`src/rtl/bht_predictor.sv`:
```
// Branch history table: 2^IDX_W two-bit saturating counters indexed by PC.
// Define BHT_GSHARE_EN to XOR the index with a global history register.
module bht_predictor #(
  parameter int          IDX_W    = 6,
  parameter int          GHR_W    = 6,
  parameter logic [1:0]  CNT_INIT = 2'b01,
  parameter int          STAT_W   = 16
) (
  input  logic              i_clk,
  input  logic              i_rst,
  input  logic [31:0]       i_pc,
  output logic              o_pred_taken,
  output logic [GHR_W-1:0]  o_pred_hist,
  input  logic              i_stall,
  input  logic              i_upd_valid,
  input  logic [31:0]       i_upd_pc,
  input  logic [GHR_W-1:0]  i_upd_hist,
  input  logic              i_upd_taken,
  input  logic              i_upd_pred,
  output logic              o_mispredict,
  output logic [STAT_W-1:0] o_br_cnt,
  output logic [STAT_W-1:0] o_miss_cnt
);

  localparam int N = 1 << IDX_W;

  logic [1:0]       tbl [N];
  logic [IDX_W-1:0] base_lkp;
  logic [IDX_W-1:0] base_upd;
  logic [IDX_W-1:0] idx_lkp;
  logic [IDX_W-1:0] idx_upd;
  logic [1:0]       cur;
  logic [1:0]       nxt;
  logic             fire;
  logic             miss;
  logic             unused;

  assign base_lkp = i_pc[IDX_W+1:2];
  assign base_upd = i_upd_pc[IDX_W+1:2];
  assign fire     = i_upd_valid && !i_stall;
  assign miss     = i_upd_taken != i_upd_pred;

`ifdef BHT_GSHARE_EN
  logic [GHR_W-1:0] ghr;
  logic [GHR_W:0]   ghr_shift;
  logic [IDX_W-1:0] ghr_ext;
  logic [IDX_W-1:0] hist_ext;

  assign ghr_shift = {ghr, i_upd_taken};

  always_comb begin
    ghr_ext                = '0;
    ghr_ext[GHR_W-1:0]     = ghr;
    hist_ext               = '0;
    hist_ext[GHR_W-1:0]    = i_upd_hist;
  end

  assign idx_lkp     = base_lkp ^ ghr_ext;
  assign idx_upd     = base_upd ^ hist_ext;
  assign o_pred_hist = i_rst ? '0 : ghr;

  always_ff @(posedge i_clk) begin
    if (i_rst) begin
      ghr <= '0;
    end else if (fire) begin
      ghr <= ghr_shift[GHR_W-1:0];
    end
  end

  assign unused = ^{i_pc[31:IDX_W+2], i_pc[1:0],
                    i_upd_pc[31:IDX_W+2], i_upd_pc[1:0],
                    ghr_shift[GHR_W]};
`else
  assign idx_lkp     = base_lkp;
  assign idx_upd     = base_upd;
  assign o_pred_hist = '0;

  assign unused = ^{i_pc[31:IDX_W+2], i_pc[1:0],
                    i_upd_pc[31:IDX_W+2], i_upd_pc[1:0],
                    i_upd_hist};
`endif

  // No bypass: a same-cycle lookup sees the pre-update counter.
  assign o_pred_taken = i_rst ? CNT_INIT[1] : tbl[idx_lkp][1];
  assign cur          = tbl[idx_upd];

  always_comb begin
    nxt = cur;
    if (i_upd_taken) begin
      if (cur != 2'b11) nxt = cur + 2'b01;
    end else begin
      if (cur != 2'b00) nxt = cur - 2'b01;
    end
  end

  always_ff @(posedge i_clk) begin
    if (i_rst) begin
      for (int i = 0; i < N; i++) tbl[i] <= CNT_INIT;
    end else if (fire) begin
      tbl[idx_upd] <= nxt;
    end
  end

  always_ff @(posedge i_clk) begin
    if (i_rst) begin
      o_mispredict <= 1'b0;
      o_br_cnt     <= '0;
      o_miss_cnt   <= '0;
    end else begin
      o_mispredict <= fire && miss;
      if (fire) begin
        if (o_br_cnt != '1) o_br_cnt <= o_br_cnt + 1'b1;
        if (miss && o_miss_cnt != '1) o_miss_cnt <= o_miss_cnt + 1'b1;
      end
    end
  end

endmodule

```
`config.mk`:
```
export PLATFORM = sky130hd
export DESIGN_NAME = bht_predictor
export DESIGN_NICKNAME = d
export VERILOG_FILES = /design/src/rtl/bht_predictor.sv
export SDC_FILE = /design/constraint.sdc
export NUM_CORES = 1
export LEC_CHECK = 0
export CAP_MARGIN = 10
export CELL_PAD_IN_SITES_DETAIL_PLACEMENT = 1
export CELL_PAD_IN_SITES_GLOBAL_PLACEMENT = 1
export CORE_ASPECT_RATIO = 1.5
export CORE_UTILIZATION = 45
export CTS_CLUSTER_SIZE = 28
export DETAILED_ROUTE_END_ITERATION = 10
export PLACE_DENSITY_LB_ADDON = 0.1
export SETUP_SLACK_MARGIN = 0.1
export SLEW_MARGIN = 5
export SYNTH_ARGS = -nofsm -noshare
export SYNTH_HDL_FRONTEND = slang
export SYNTH_SLANG_ARGS = --single-unit
export TNS_END_PERCENT = 100
```
`constraint.sdc`:
```
create_clock -name i_clk -period 4.75 [get_ports i_clk]
set_clock_uncertainty 0.15 [all_clocks]
set_input_delay 1.1875 -clock i_clk [delete_from_list [all_inputs] [get_ports i_clk]]
set_output_delay 1.1875 -clock i_clk [all_outputs]
set_load 0.05 [all_outputs]
```
==> datasheet_impl.txt, run 1 <==
Implementation parameters

Parameter                              Value

Setup path
  Crit path top cell by count    sky130_fd_sc_hd__mux4_2
  CP bufs+invs    3
  CP Launch Type    primary input
  Crit path max fanout    8
  Worst path top cell family by delay    multiplexers
  Series of cell instances along the critical path    clkdlybuf4s15_2, buf_12, mux4_2, mux4_2, mux4_2, nor2b_4, buf_8
  Cell count along the critical path    7
  Crit path capture type    output pin

Logic synthesis
  Average cell area after synthesis    11.6 µm²
  Synth warn    0
  Synth logic family    simple AND/OR/NAND/NOR gates
  Post-synthesis compound-gate area fraction    9.39%
  Flip-flop cell with the highest count after synthesis    sky130_fd_sc_hd__edfxtp_1
  Seq/Total Area, Yosys    50.9%
  Number of cells in the yosys synthesis report    762
  Proportion of synthesized flip-flops having asynchronous set or reset    0%
  Fraction of synthesized cell area taken by the top area cell type    43.4%
  Top cells by area    sky130_fd_sc_hd__edfxtp_1 43%, sky130_fd_sc_hd__mux4_2 8.1%, sky130_fd_sc_hd__dfxtp_1 7.5%, sky130_fd_sc_hd__nor3_2 5.4%, sky130_fd_sc_hd__nand3_1 4.5%
  Chip area from the yosys synthesis statistics    8860 µm²

Pwr
  P_seq    1.56 mW
  Sw Share    25.6%
  Power share of the combinational group    12.3%

Global routing
  GR met1 Demand/Resource    32.7%
  Wire length of the first global-routing pass    42000 µm
  Vias in the first global route    7283
  Global-route track usage on met3    4.86%
  Global route hottest layer    met2
  Met2 routing resource usage after global routing    50.2%

Route
  DRC Markers    0
  Wl on met1    10300 µm
  Pre-antenna DRT Iters    5

Place
  Input/output buffers    51
  Placed insts    1039

Clock tree
  Num CTS Buffers    17
  Deepest level of the CTS H-tree    4
  Clock tree from TritonCTS    yes

Layout
  Area Growth Syn to Fin    16.9%
  Diodes inserted    0

STA
  Normalized max-slew margin    44.8%
  Final cycle utilization of the critical path    97.5%
  Final critical path time including I/O delays and setup    4.63 ns

Worst hold path
  Worst hold path stage count    2
  Worst Hold Class    flip-flop to flip-flop

Floorplanning
  Die H    174 µm
  Number of top-level pins    116

Status
  Result of the run    completed

Run
  Tally of max-capacitance violations    0
[run 1: repair_timing]
action	CTS	global route
resized	11	3
hold endpoints to repair	0	0
gates cloned	1	0
hold buffers	0	0
endpoints found under the setup margin	1	1
[run 1: layout make-up]
class / count / area share [%]
Timing Repair Buffer: 97 / 9.32
Clock buffer: 23 / 5.24
Sequential cell: 161 / 43.5
Inverter: 7 / 0.254
Tap cell: 256 / 3.09
Clock inverter: 9 / 0.822
Multi-Input combinational cell: 519 / 37.8
[run 1: sequential cells by signal, indices dropped and copies added (netlist names)]
signal / count
o_br_cnt: 16
o_mispredict: 1
o_miss_cnt: 16
tbl: 128
[run 1: stage by stage]
stage	setup WS (ns)	setup TNS (ns)
floorplan	0.117	0
global placement	-0.412	-0.412
detailed placement	-0.433	-0.433
CTS	0.119	0
global route	0.106	0
finish	0.119	0
run_1/wires.png
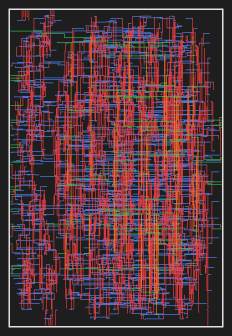
metal 3: drawn in green, wire length 1160 µm. metal 4: drawn in orange, wire length 1400 µm. metal 2: drawn in red, wire length 14600 µm. metal 1: drawn in blue, wire length 10300 µm.

run_1/layer_met2.png
Cells faint in the background.
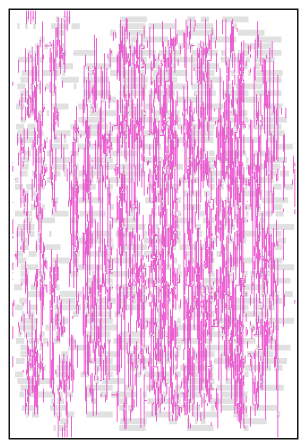
The layer carries 14600 µm of wire. The layer holds 53% of the routed length. The longest straight run is 59.2 µm. The wires run mostly vertical. 774 nets have wire on it.

run_1/clk_routes.png
Scale bar: 20 µm.
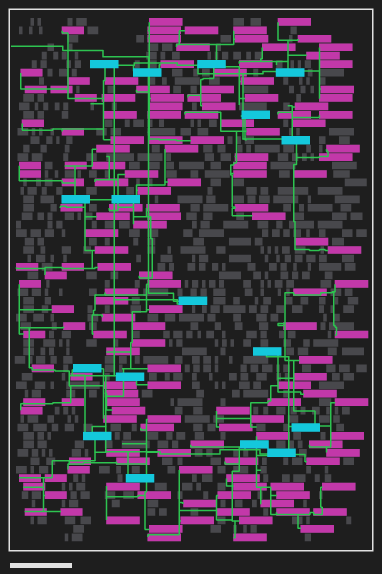
clock wires: drawn in green, length 2150 µm. flip-flops: drawn in magenta, count 161. clock drivers: drawn in cyan, count 17.
Position of the flops: all over the die.

## Run 2: what changed since run 1
Settings changed: SKIP_CTS_REPAIR_TIMING from default to 1.
run_2/layer_met3.png
Scale bar: 20 µm. Cells faint in the background.
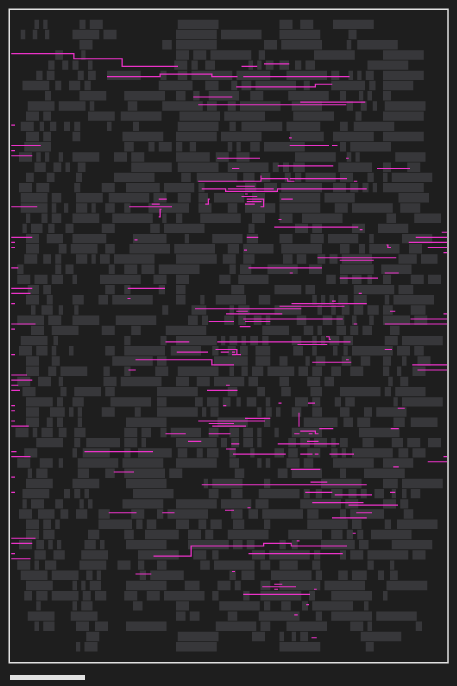
The layer holds 4.7% of the routed length. 117 nets have wire on it.

run_2/clk_routes.png
Scale bar: 20 µm.
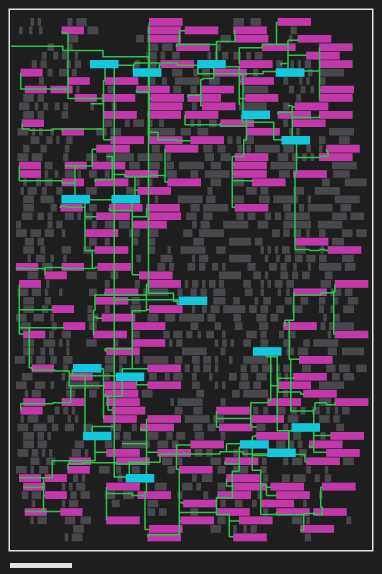
flip-flops: drawn in magenta, count 161. clock wires: drawn in green, length 2150 µm. clock drivers: drawn in cyan, count 17.
Position of the flops: all over the die.

==> datasheet_impl.txt, run 2 <==
Implementation parameters

Parameter                              Value

STA
  Final cycle utilization of the critical path    97.1%

Layout
  Non-Clock Buffer Count    98
  Clock buffers    23
  Layout clock area frac    6.06%
  Number of sequential cells in the layout    161
  Non-Clock Inverter Count    7
  Number of flip-flops under the largest register name    128
  Register with the highest flop count    tbl
  Largest contributor to cell area by class    flip-flops and latches
  Area Growth Syn to Fin    17.0%

Logic synthesis
  Synth warn    0
  Number of cells in the yosys synthesis report    762

Route
  Wl on met1    10300 µm
  DRC Markers    0
  Pre-antenna DRT Iters    5

Worst hold path
  Worst Hold Class    flip-flop to flip-flop

Place
  Input/output buffers    51

Setup path
  Crit path capture type    output pin
  Crit path max fanout    8

Pwr
  P_seq    1.56 mW

Clock tree
  Deepest level of the CTS H-tree    4
  Clock tree from TritonCTS    yes

Status
  Result of the run    completed
run_2/congestion.png
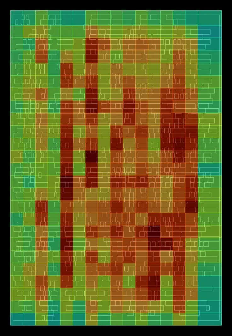
DR WL/cell: 25.6 µm
global-route track usage on met3: 4.69%
GR met1 Demand/Resource: 32.7%
global route hottest layer: met2
met2 routing resource usage after global routing: 49.8%

-- run 2: metal layers --
layer / GRT usage [%] / vias up
met5: 0 / -
met4: 15.4 / 0
met3: 4.69 / 76
met2: 49.8 / 260
met1: 32.7 / 3399
li1: - / 2935
-- run 2: cell families after synthesis --
kind of cell    count (synthesis)  share of synthesized area (%)
compound gates                116                           9.39
xor+xnor                       24                           2.37
fa+ha+maj                       4                          0.523
buf+inv                        87                           5.31
flops                         161                           50.9
mux                            61                           11.5
other cells                     1                         0.0423
simple gates                  308                           20.0
-- run 2: worst max-delay path: cells and delay by family --
family,cells,cell delay (ns)
buffers and inverters,3,0.40
multiplexers,3,1.54
AND/OR/NAND/NOR,1,0.14
Power is estimated from default activity; no workload was simulated.
